### config.mk
export PLATFORM = sky130hd
export DESIGN_NAME = serial_add
export DESIGN_NICKNAME = d
export VERILOG_FILES = /design/src/rtl/serial_pkg.sv /design/src/rtl/fa_bit.sv /design/src/rtl/ha_df.sv /design/src/rtl/serial_add.sv
export SDC_FILE = /design/constraint.sdc
export NUM_CORES = 1
export LEC_CHECK = 0
export CAP_MARGIN = 20
export CORE_UTILIZATION = 51
export DETAILED_ROUTE_END_ITERATION = 8
export PLACE_DENSITY = 0.77
export SYNTH_ARGS = -nofsm -noshare
export SYNTH_HDL_FRONTEND = slang
export SYNTH_HIERARCHICAL = 1
export SYNTH_SLANG_ARGS = --single-unit
### constraint.sdc
create_clock -name clk -period 2.1 [get_ports clk]
set_clock_uncertainty 0.05 [all_clocks]
set_input_delay 0.21 -clock clk [delete_from_list [all_inputs] [get_ports clk]]
set_output_delay 0.21 -clock clk [all_outputs]
set_load 0.03 [all_outputs]
### src/rtl/serial_pkg.sv
// Shared types for the bit-serial adder.
// State encoding; 2'd3 is unused and decodes as IDLE.
package serial_pkg;

  typedef enum logic [1:0] {
    IDLE  = 2'd0,
    SHIFT = 2'd1,
    DONE  = 2'd2
  } state_t;

endpackage

### src/rtl/fa_bit.sv
// Combinational full adder from two half adders.
// Carry state lives in the caller.
module fa_bit (
  input  logic a,
  input  logic b,
  input  logic cin,
  output logic s,
  output logic co
);

  logic s0;
  logic c0;
  logic c1;

  ha_df u_ha0 (
    .a (a),
    .b (b),
    .s (s0),
    .c (c0)
  );

  ha_df u_ha1 (
    .a (s0),
    .b (cin),
    .s (s),
    .c (c1)
  );

  assign co = c0 | c1;

endmodule

### src/rtl/ha_df.sv
// Dataflow half adder cell.
// Two of these plus an OR form one full-adder bit.
module ha_df (
  input  logic a,
  input  logic b,
  output logic s,
  output logic c
);

  assign s = a ^ b;
  assign c = a & b;

endmodule

### src/rtl/serial_add.sv
// Bit-serial unsigned adder, LSB first, one bit per clock.
// Result and carry-out are registered with a one-cycle done pulse.
module serial_add
  import serial_pkg::*;
#(
  parameter int WIDTH = 8
) (
  input  logic             clk,
  input  logic             rst_n,
  input  logic             start,
  input  logic [WIDTH-1:0] a,
  input  logic [WIDTH-1:0] b,
  output logic             busy,
  output logic             done,
  output logic [WIDTH-1:0] sum,
  output logic             cout
);

  localparam int CW = $clog2(WIDTH);

  state_t           st_q, st_d;
  logic [WIDTH-1:0] a_sr_q, a_sr_d;
  logic [WIDTH-1:0] b_sr_q, b_sr_d;
  logic [WIDTH-1:0] s_sr_q, s_sr_d;
  logic             c_q, c_d;
  logic [CW-1:0]    cnt_q, cnt_d;
  logic             busy_q, busy_d;
  logic             done_q, done_d;
  logic [WIDTH-1:0] sum_q, sum_d;
  logic             cout_q, cout_d;

  logic s_bit;
  logic c_nxt;

  fa_bit u_fa (
    .a   (a_sr_q[0]),
    .b   (b_sr_q[0]),
    .cin (c_q),
    .s   (s_bit),
    .co  (c_nxt)
  );

  always_comb begin
    st_d   = st_q;
    a_sr_d = a_sr_q;
    b_sr_d = b_sr_q;
    s_sr_d = s_sr_q;
    c_d    = c_q;
    cnt_d  = cnt_q;
    sum_d  = sum_q;
    cout_d = cout_q;
    done_d = 1'b0;
    unique case (1'b1)
      st_q == SHIFT: begin
        a_sr_d = a_sr_q >> 1;
        b_sr_d = b_sr_q >> 1;
        s_sr_d = {s_bit, s_sr_q[WIDTH-1:1]};
        c_d    = c_nxt;
        cnt_d  = cnt_q + CW'(1);
        if (cnt_q == CW'(WIDTH - 1)) begin
          st_d   = DONE;
          sum_d  = {s_bit, s_sr_q[WIDTH-1:1]};
          cout_d = c_nxt;
          done_d = 1'b1;
        end
      end
      st_q == DONE: begin
        st_d = IDLE;
      end
      default: begin
        st_d = IDLE;
        if (start) begin
          a_sr_d = a;
          b_sr_d = b;
          s_sr_d = '0;
          c_d    = 1'b0;
          cnt_d  = '0;
          st_d   = SHIFT;
        end
      end
    endcase
    busy_d = (st_d != IDLE);
  end

  always_ff @(posedge clk or negedge rst_n) begin
    if (!rst_n) begin
      st_q   <= IDLE;
      a_sr_q <= '0;
      b_sr_q <= '0;
      s_sr_q <= '0;
      c_q    <= 1'b0;
      cnt_q  <= '0;
      busy_q <= 1'b0;
      done_q <= 1'b0;
      sum_q  <= '0;
      cout_q <= 1'b0;
    end else begin
      st_q   <= st_d;
      a_sr_q <= a_sr_d;
      b_sr_q <= b_sr_d;
      s_sr_q <= s_sr_d;
      c_q    <= c_d;
      cnt_q  <= cnt_d;
      busy_q <= busy_d;
      done_q <= done_d;
      sum_q  <= sum_d;
      cout_q <= cout_d;
    end
  end

  assign busy = busy_q;
  assign done = done_q;
  assign sum  = sum_q;
  assign cout = cout_q;

endmodule
### Metal 3

The bar under the picture is 20 um long.
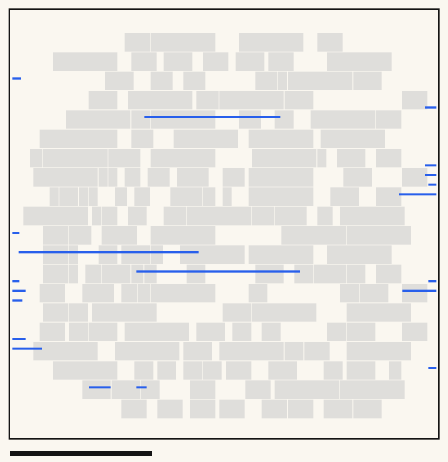
The layer holds 3.0% of the routed length. The layer carries 96.8 um of wire. The longest straight run is 25.1 um. 17 nets have wire on it.

### Signal wires on met1

The bar under the picture is 20 um long. Supply wires on this layer in grey.
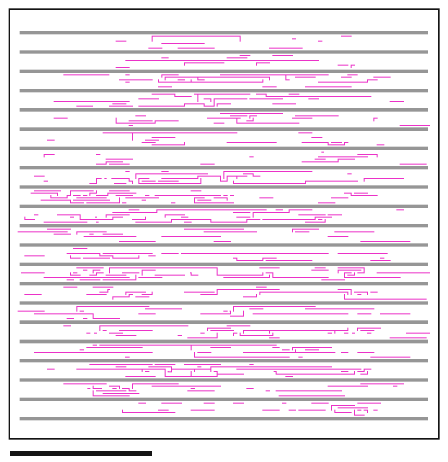
The layer carries 1560 um of wire. The longest straight run is 27.1 um. 169 nets have wire on it. The wires run mostly horizontal.

==> deck_impl_summary.md <==
Physical Implementation Snapshot

Place
  • Total half-perimeter wirelength after legalization and detailed placement: between 2000 and 2500 um
  • Worst slack after detailed placement: 0.2798 ns

Yosys
  • Synth area leader: sky130_fd_sc_hd__dfrtp_1
  • Library cells used by synthesis: 23
  • Top-count cell post-synth: sky130_fd_sc_hd__dfrtp_1
  • Cell types occupying the most area after synthesis: sky130_fd_sc_hd__dfrtp_1 58%, sky130_fd_sc_hd__nand3b_1 6.1%, sky130_fd_sc_hd__mux2_2 5.8%, sky130_fd_sc_hd__o221a_2 5.2%, sky130_fd_sc_hd__a22o_1 5.1%
  • YS chip area: 1734 um^2
  • Yosys Instances: 127
  • Compound-cell area share of the yosys netlist: 17.24%
  • Dominant comb cell: AND-OR/OR-AND gates
  • Number of synthesized register bits: 40
  • Number of warning messages in the yosys log: 6
  • Simple logic cell fraction of the synthesized area: 10.97%
  • Post-synth seq share: about 58%
  • Avg Cell Area, Syn: 13.65 um^2
  • Post-Synth XOR/XNOR Area: 0%

Cells and area
  • Area of all placed cells without fillers: 2116 um^2
  • Sequential portion of the cell area: between 40% and 50%
  • Area overhead of the layout relative to synthesis: 22.01%
  • Number of nets in the layout: 183
  • Fraction of layout cells with a size suffix above 1: 20.13%
  • Clock distribution area overhead in the final layout: 3.607%
  • Logic share of the area: a little under a third
  • Most numerous logic cells after layout: 40 x sky130_fd_sc_hd__dfrtp_1, 28 x sky130_fd_sc_hd__clkdlybuf4s50_1, 14 x sky130_fd_sc_hd__nand3b_1, 10 x sky130_fd_sc_hd__a22o_1, 9 x sky130_fd_sc_hd__mux2_2
  • Register cell area after layout: roughly 1000 um^2
  • Number of clock-tree buffers in the layout: 6

Worst setup path
  • Buf/Inv on CP: 1
  • Worst R2R Start: st_q[1]$_DFF_PN0_
  • Slowest stage cell on the critical path: sky130_fd_sc_hd__nor2_2
  • Arr. time, crit path: roughly 2.1 ns
  • Depth of the most critical reg-to-reg path: 5
  • Crit Path Max Fanout: 14
  • Top cell family by delay on the critical path: simple AND/OR/NAND/NOR gates
  • Instance count on the critical path: 5

Power and ir drop
  • Comb power frac: 21.3%
  • Total Power: 0.001870 W
  • Relative contribution of the clock network to total power: 26.0%
  • Internal power of the cells: 0.001352 W
  • Power share of the sequential group: a little over half
  • Seq pwr: 0.000987 W
  • Switching Power: 0.0005174 W
  • Power per standard cell area: 883.7 nW/um^2
  • Logic power comb: 0.000397 W

Clock tree
  • Number of buffers added to fix hold violations after cts: 1
  • Cell resize tally after clock tree synthesis: 0
  • CTS tree: yes
  • Clock-pin slew on the worst setup and hold paths: 0.11 ns

STA
  • Worst slew pin tran: 0.8450 ns
  • Worst Setup Slack, final: 0.2484 ns
  • Relative slew slack: 43.67%
  • Post-layout min period: between 1.5 and 2 ns
  • Final Hold Fails: 0
  • Final sum of negative setup slack: 0 ns

Min path
  • End point of the worst hold path: a_sr_q[7]$_DFFE_PN0P_
  • Hold crit path type: in2reg

Detailed routing
  • Number of design-rule violations left by the first detailed-router iteration: 47
  • Metal1 wirelength: 1557 um
  • Amount of wire on met2 after detailed routing: 1504 um
  • Via count of the routed design: 1114
  • Highest signal layer in the routed design: met4

Global route
  • Maximum number of pins on one net before global-route repair: between 40 and 50
  • Antenna violations before repair: 0
  • GRT Resource Usage Total: 20.32%
  • First-pass GRT wire length: 5202 um
  • Met2 track utilization from global routing: 31.24%

Die
  • Floorplan core area: 3128 um^2
  • Standard-cell row count: 20
  • Tapcells: 44
  • I/O Pins: 30
  • Horizontal extent of the die: 60.31 um
  • Die boundary height: 60.31 um

Status
  • Status: completed

Run
  • MaxCap Viol Count: 0
### A small window of the routed layout

The bar under the picture is 10 um long. Window x 20 to 60, y 0 to 40 um. Cells in grey, sequential cells in the stronger grey; small squares are vias.
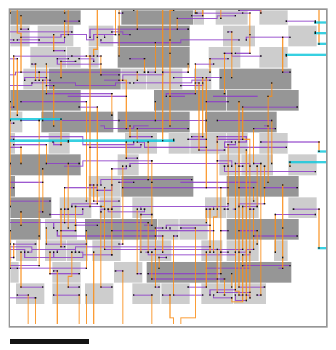
Key: met3 = cyan; met2 = orange; met1 = purple
Sequential cells in the window: 20. Most frequent: dfrtp_1 (20), clkdlybuf4s50_1 (14), nand3b_1 (11). Netlist names of flops here include a_sr_q (8), b_sr_q (4), cnt_q (3). 75 logic cells have their middle in the window.

### Congestion heat map

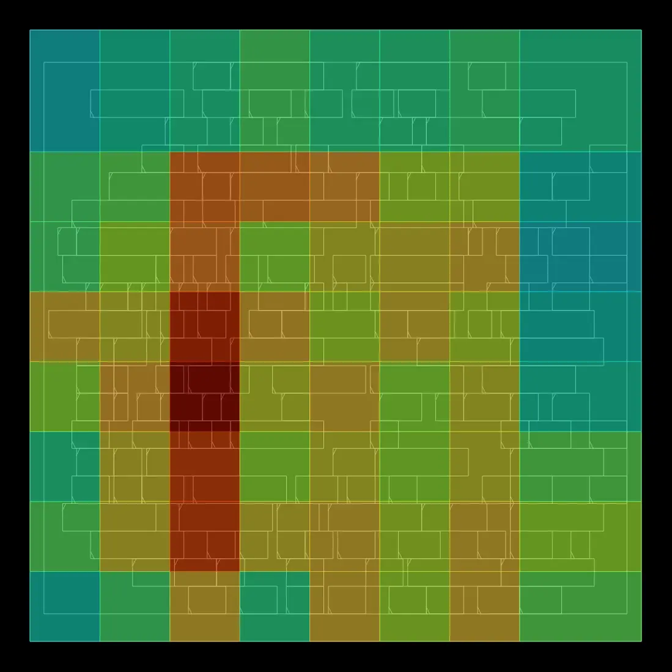
global routing's busiest layer: met2
GR Layer Usage met3: 5.844%

No activity file was given, so power comes from the tool's default toggle rates.
